[src/rtl/glb_block_framer.sv]
// Frames a GLB word stream into length-prefixed blocks followed by a done token.
// A 2-entry FIFO decouples the GLB side from the block-stream consumer.
module glb_block_framer (
    input  logic        clk,
    input  logic        rst_n,
    input  logic        clk_en,
    input  logic        flush,
    input  logic        tile_en,
    input  logic [15:0] cfg_tx_num,
    input  logic [15:0] glb_data,
    input  logic        glb_valid,
    output logic        glb_ready,
    output logic [16:0] blk_out,
    output logic        blk_out_valid,
    input  logic        blk_out_ready,
    output logic        done,
    output logic [15:0] blk_count
);
    localparam logic [16:0] DONE_TOKEN = 17'h10100;

    typedef enum logic [2:0] {IDLE, HEADER, DATA, DONE_TOK, DONE} state_t;

    state_t      state, state_nxt;
    logic [15:0] remaining, remaining_nxt;
    logic [15:0] tx_num, tx_num_nxt;
    logic [15:0] blk_count_nxt;
    logic [15:0] count_inc;

    logic [16:0] fifo_mem [2];
    logic        wr_ptr, rd_ptr;
    logic [1:0]  fifo_cnt;
    logic        fifo_full, fifo_empty;
    logic        push, pop;
    logic [16:0] push_word;
    logic        glb_xfer, blk_done;

    assign fifo_full     = (fifo_cnt == 2'd2);
    assign fifo_empty    = (fifo_cnt == 2'd0);
    // Readiness uses the registered occupancy only, so a same-cycle pop never frees a slot.
    assign glb_ready     = clk_en && ((state == HEADER) || (state == DATA)) && !fifo_full;
    assign blk_out_valid = clk_en && !fifo_empty;
    assign blk_out       = fifo_empty ? 17'd0 : fifo_mem[rd_ptr];
    assign done          = (state == DONE);
    assign glb_xfer      = glb_valid && glb_ready;
    assign pop           = blk_out_valid && blk_out_ready;
    assign count_inc     = (blk_count == 16'hFFFF) ? blk_count : blk_count + 16'd1;

    always_comb begin
        state_nxt     = state;
        remaining_nxt = remaining;
        tx_num_nxt    = tx_num;
        blk_count_nxt = blk_count;
        push          = 1'b0;
        push_word     = {1'b0, glb_data};
        blk_done      = 1'b0;
        case (state)
            IDLE: begin
                if (tile_en) begin
                    tx_num_nxt = cfg_tx_num;
                    state_nxt  = (cfg_tx_num != 16'd0) ? HEADER : DONE_TOK;
                end
            end
            HEADER: begin
                if (glb_xfer) begin
                    push          = 1'b1;
                    remaining_nxt = glb_data;
                    if (glb_data != 16'd0) state_nxt = DATA;
                    else                   blk_done  = 1'b1;
                end
            end
            DATA: begin
                if (glb_xfer) begin
                    push          = 1'b1;
                    remaining_nxt = remaining - 16'd1;
                    if (remaining == 16'd1) blk_done = 1'b1;
                end
            end
            DONE_TOK: begin
                if (clk_en && !fifo_full) begin
                    push      = 1'b1;
                    push_word = DONE_TOKEN;
                    state_nxt = DONE;
                end
            end
            DONE:    state_nxt = DONE;
            default: state_nxt = IDLE;
        endcase
        // Block completion decides between another header and the done token.
        if (blk_done) begin
            blk_count_nxt = count_inc;
            state_nxt     = (count_inc == tx_num) ? DONE_TOK : HEADER;
        end
    end

    always_ff @(posedge clk or negedge rst_n) begin
        if (!rst_n) begin
            state     <= IDLE;
            remaining <= 16'd0;
            tx_num    <= 16'd0;
            blk_count <= 16'd0;
            wr_ptr    <= 1'b0;
            rd_ptr    <= 1'b0;
            fifo_cnt  <= 2'd0;
        end else if (flush) begin
            state     <= IDLE;
            remaining <= 16'd0;
            tx_num    <= 16'd0;
            blk_count <= 16'd0;
            wr_ptr    <= 1'b0;
            rd_ptr    <= 1'b0;
            fifo_cnt  <= 2'd0;
        end else if (clk_en) begin
            state     <= state_nxt;
            remaining <= remaining_nxt;
            tx_num    <= tx_num_nxt;
            blk_count <= blk_count_nxt;
            if (push) wr_ptr <= ~wr_ptr;
            if (pop)  rd_ptr <= ~rd_ptr;
            fifo_cnt  <= fifo_cnt + {1'b0, push} - {1'b0, pop};
        end
    end

    // FIFO storage needs no reset: occupancy alone decides what is visible.
    always_ff @(posedge clk) begin
        if (!flush && push) fifo_mem[wr_ptr] <= push_word;
    end
endmodule
[config.mk]
export PLATFORM = sky130hd
export DESIGN_NAME = glb_block_framer
export DESIGN_NICKNAME = d
export VERILOG_FILES = /design/src/rtl/glb_block_framer.sv
export SDC_FILE = /design/constraint.sdc
export NUM_CORES = 1
export LEC_CHECK = 0
export CAP_MARGIN = 20
export CORE_MARGIN = 10
export CORE_UTILIZATION = 55
export DETAILED_ROUTE_END_ITERATION = 7
export GPL_TIMING_DRIVEN = 0
export HOLD_SLACK_MARGIN = 0.02
export PLACE_DENSITY = 0.86
export REMOVE_ABC_BUFFERS = 1
export SYNTH_ARGS = -nofsm -noshare
export SYNTH_HDL_FRONTEND = slang
export SYNTH_SLANG_ARGS = --single-unit
export TNS_END_PERCENT = 1
[constraint.sdc]
create_clock -name clk -period 3.6 [get_ports clk]
set_input_delay 1.08 -clock clk [delete_from_list [all_inputs] [get_ports clk]]
set_output_delay 1.08 -clock clk [all_outputs]
set_load 0.1 [all_outputs]
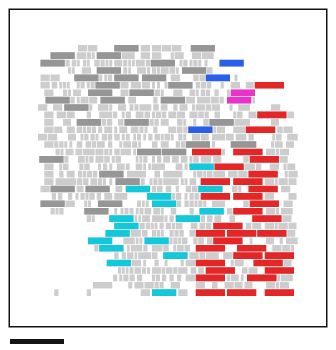
(run_1/registers.png)
Scale bar: 20 um.
- `remaining`: cyan (sequential cells 16)
- `fifo_cnt`: magenta (sequential cells 2)
- `fifo_mem`: red (sequential cells 34)
- `state`: blue (sequential cells 3)
Seq area share: 0.395
fin util: 0.687

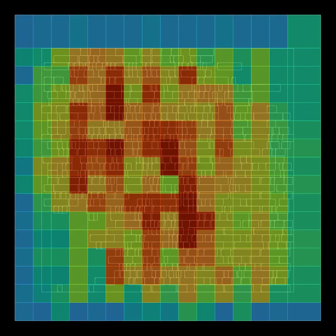
(run_1/final_congestion.png)
GRT Total Usage: 0.208
M1 GR Usage: 0.266
met3 usage: 0.0486

==> out/qor.yml, run 1 <==
core_um2: 8850
relSlewSlack: 0.339
port_buffers: 74
outcome: "completed"
synth_cell_type_count: 52
combPwrFrac: 0.161
grt_pass1_wl_mm: 22.5
htreeDepth: 3
cts_root_buf: "clkbuf_8"
peakVddDrop_mv: 0.199
min-delay-path-class: "flop to flop"
antenna_left: 0
crit_path_start_kind: "primary input"
overflow: 0
drive_above_1_share: 0.0643
clock_path_buffers: 2
period_used_share: 0.975
powerClk_mw: 0.693
critPathRequiredTime_ns: 3.87
leakage_nw: 2.39
crit_fanout: 17
synth_top_area_share: 0.271
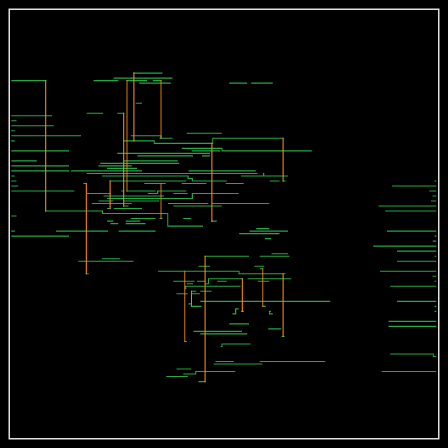
(run_1/metal_stack.png)
Two of the layers only.
- met4: orange (wire length 292 um)
- met3: green (wire length 1330 um)
total routed wirelength: 13.8 mm
vias: 4626

run 1: cells by family after synthesis:
| group | synth area share |
|---|---|
| AND-OR/OR-AND | 0.147 |
| adder cells (fa/ha/maj) | 0.0123 |
| multiplexers | 0.0436 |
| buffers and inverters | 0.0355 |
| XOR/XNOR | 0.0466 |
| flip-flops | 0.472 |
| AND/OR/NAND/NOR | 0.242 |
run 1: area by class of cell:
class | instances | area share
multi-input combinational | 430 | 0.417
sequential | 89 | 0.395
timing repair buffer | 78 | 0.129
tap | 108 | 0.0222
clock buffer | 9 | 0.0204
clock inverter | 7 | 0.0111
inverter | 9 | 0.00556
run 1: state kept, by name (all words and copies together) (netlist names):
| register | count |
|---|---|
| wr_ptr | 1 |
| fifo_mem | 34 |
| tx_num | 16 |
| state | 3 |
| blk_count | 16 |
| fifo_cnt | 2 |
| remaining | 16 |
| rd_ptr | 1 |
run 1: stage by stage:
| stage | std cells | total power [mW] | hold WS, ns | setup slack [ns] |
|---|---|---|---|---|
| after global placement | 710 | 1.45 | 0.522 | -1.88 |
| after floorplan | 528 | 1.33 | 0.499 | -0.986 |
| after detailed placement | 714 | 1.47 | 0.535 | -0.967 |
| after CTS | 730 | 2.15 | 0.550 | 0.00124 |
| final | 730 | 2.15 | 0.550 | 0.0909 |
| after global routing | 730 | 2.23 | 0.588 | -0.0424 |
run 1: what timing repair did:
action / 4_1_cts / 5_1_grt
hold buffers: 0 / 0
gates cloned: 0 / 0
buffers inserted: 0 / 0
gates resized: 30 / 5
setup endpoints to repair: 65 / 17
run 1: routing by layer:
layer  track usage  routed length (um)  up-vias
met5             0                   0        -
met4        0.0784                 291        0
met3        0.0486                1330       35
met2         0.336                6720      265
met1         0.266                5430     2196
li1              -                   -     2130
==> run_1/gate_families.png <==
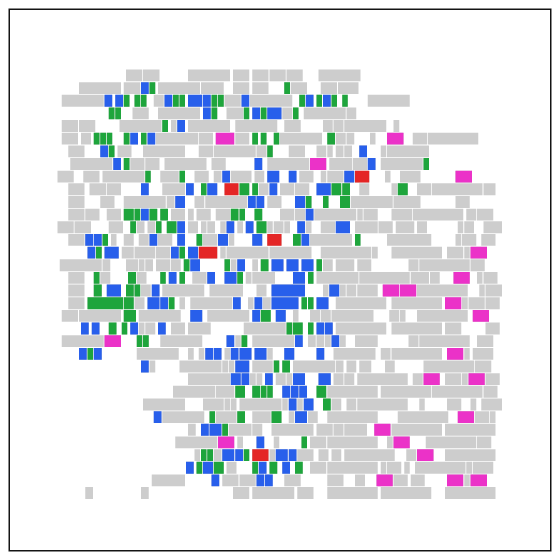

==> run 2, diff against run 1 <==
CELL_PAD_IN_SITES_DETAIL_PLACEMENT = 1   (was default)
CELL_PAD_IN_SITES_GLOBAL_PLACEMENT = 2   (was default)
CORE_MARGIN = 4   (was 10)
CORE_UTILIZATION = 34   (was 55)
HOLD_SLACK_MARGIN = default   (was 0.02)
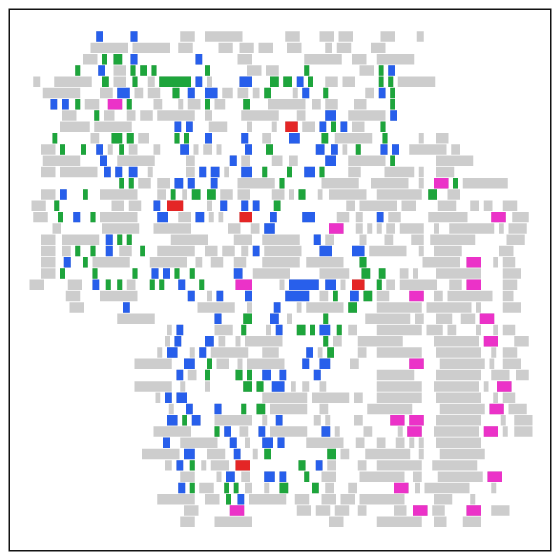
(run_2/gate_families.png)
- AND-OR and OR-AND gates: red (cells 5)
- multiplexers: magenta (cells 22)
- inverting AOI/OAI gates: blue (cells 119)
- NAND gates: green (cells 111)
most used logic cell in the final layout: nand2_1
Finished Layout Cells: 811
share of cell area taken by multi-input logic gates: 0.399

==> run 2 against run 1 <==
Net effect:
- critical endpoint is now glb_ready
- fmax down 0.75%
- largest cell class unchanged
- flip-flop count unchanged
- cell area up 4.9%
- largest power group unchanged
==> out/qor.yml, run 2 <==
drive_above_1_share: 0.0718
track_usage: 0.190
outcome: "completed"
core_um2: 14600
largest_reg_flops: 34
synth_top_area_share: 0.271
clkCellAreaFrac: 0.0475
nonClkBufAreaFrac: 0.136
synthCells: 562
total_power_mw: 2.44
n_all_inverters: 9
clkLatencyLatePin_ns: 0.35
overflow: 0
critPathRequiredTime_ns: 2.52
powerClk_mw: 0.976
placed_cells: 791
cts_hold_buf: 0
leakage_nw: 2.59
vias: 4543
die_w_um: 130
whs_ns: 0.545
num-multi-input-gates: 430
min-delay-path-class: "flop to flop"
antenna_left: 0
buffers: 83
period_used_share: 0.982
grt_pass1_wl_mm: 25.5
ff_count: 89
biggestCellCategory: "combinational gates"
htreeDepth: 3
clock_path_buffers: 2
top_register: "fifo_mem"
tap_cells: 184
relSlewSlack: 0.345
diodes: 0
crit_fanout: 9
routed_wl_mm: 15.4
num-clock-buffers: 10
io_pins: 75
synth_cell_type_count: 52
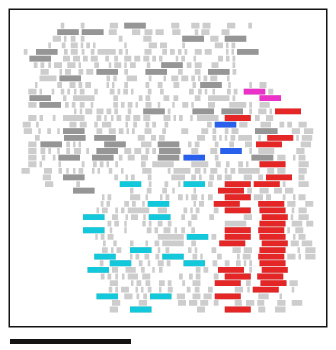
(run_2/registers.png)
Scale bar: 50 um.
- `remaining`: cyan (sequential cells 16)
- `fifo_cnt`: magenta (sequential cells 2)
- `fifo_mem`: red (sequential cells 34)
- `state`: blue (sequential cells 3)
- not colored: 34
fin util: 0.437
P_seq: 1.11 mW
Seq area share: 0.376
FF/Latch Area: 2400 um^2

==> run 2: what timing repair did <==
| action | in CTS | in global routing |
|---|---|---|
| gates resized | 24 | 13 |
| pin swaps | 1 | 0 |
| setup endpoints to repair | 73 | 16 |
| buffers inserted | 4 | 0 |
| gates cloned | 0 | 0 |
==> run 2: cell families after synthesis <==
group           share of synthesized area
flops                               0.472
xor+xnor                           0.0466
compound gates                      0.147
simple gates                        0.242
fa+ha+maj                          0.0123
buf+inv                            0.0355
mux                                0.0436
==> run 2: per-layer routing <==
| layer | global-route usage | part of all wire | wire length [um] | vias to the layer above |
|---|---|---|---|---|
| met4 | 0.0397 | 0.012 | 191 | 0 |
| met3 | 0.0385 | 0.047 | 722 | 19 |
| met1 | 0.256 | 0.45 | 7000 | 2292 |
| li1 | - | - | - | 2144 |
| met2 | 0.319 | 0.49 | 7530 | 88 |
| met5 | 0 | 0 | 0 | - |
==> run 2: per-stage QoR <==
stage	area (um^2)	worst slack (ns)
finish	6370	0.0644
global route	6370	0.00716
CTS	6340	0.000162
detailed placement	5980	-0.990
global placement	5900	-1.90
floorplan	4930	-0.986
==> run 2: worst paths after layout <==
check                                            end                     start  cells past startpoint  slack, ns
max                                        glb_ready                    clk_en                      4       0.06
min                           tx_num[13]$_DFFE_PN0P_    tx_num[13]$_DFFE_PN0P_                      2       0.54
max reg2reg                     state[1]$_DFFE_PN0P_  blk_count[0]$_DFFE_PN0P_                      9       0.32
min reg2reg                   tx_num[13]$_DFFE_PN0P_    tx_num[13]$_DFFE_PN0P_                      2       0.54
max in group asynchronous  remaining[14]$_DFFE_PN0P_                     rst_n                      2       2.23
min in group asynchronous      tx_num[5]$_DFFE_PN0P_                     rst_n                      1       0.75
No activity file was given, so power comes from the tool's default toggle rates.
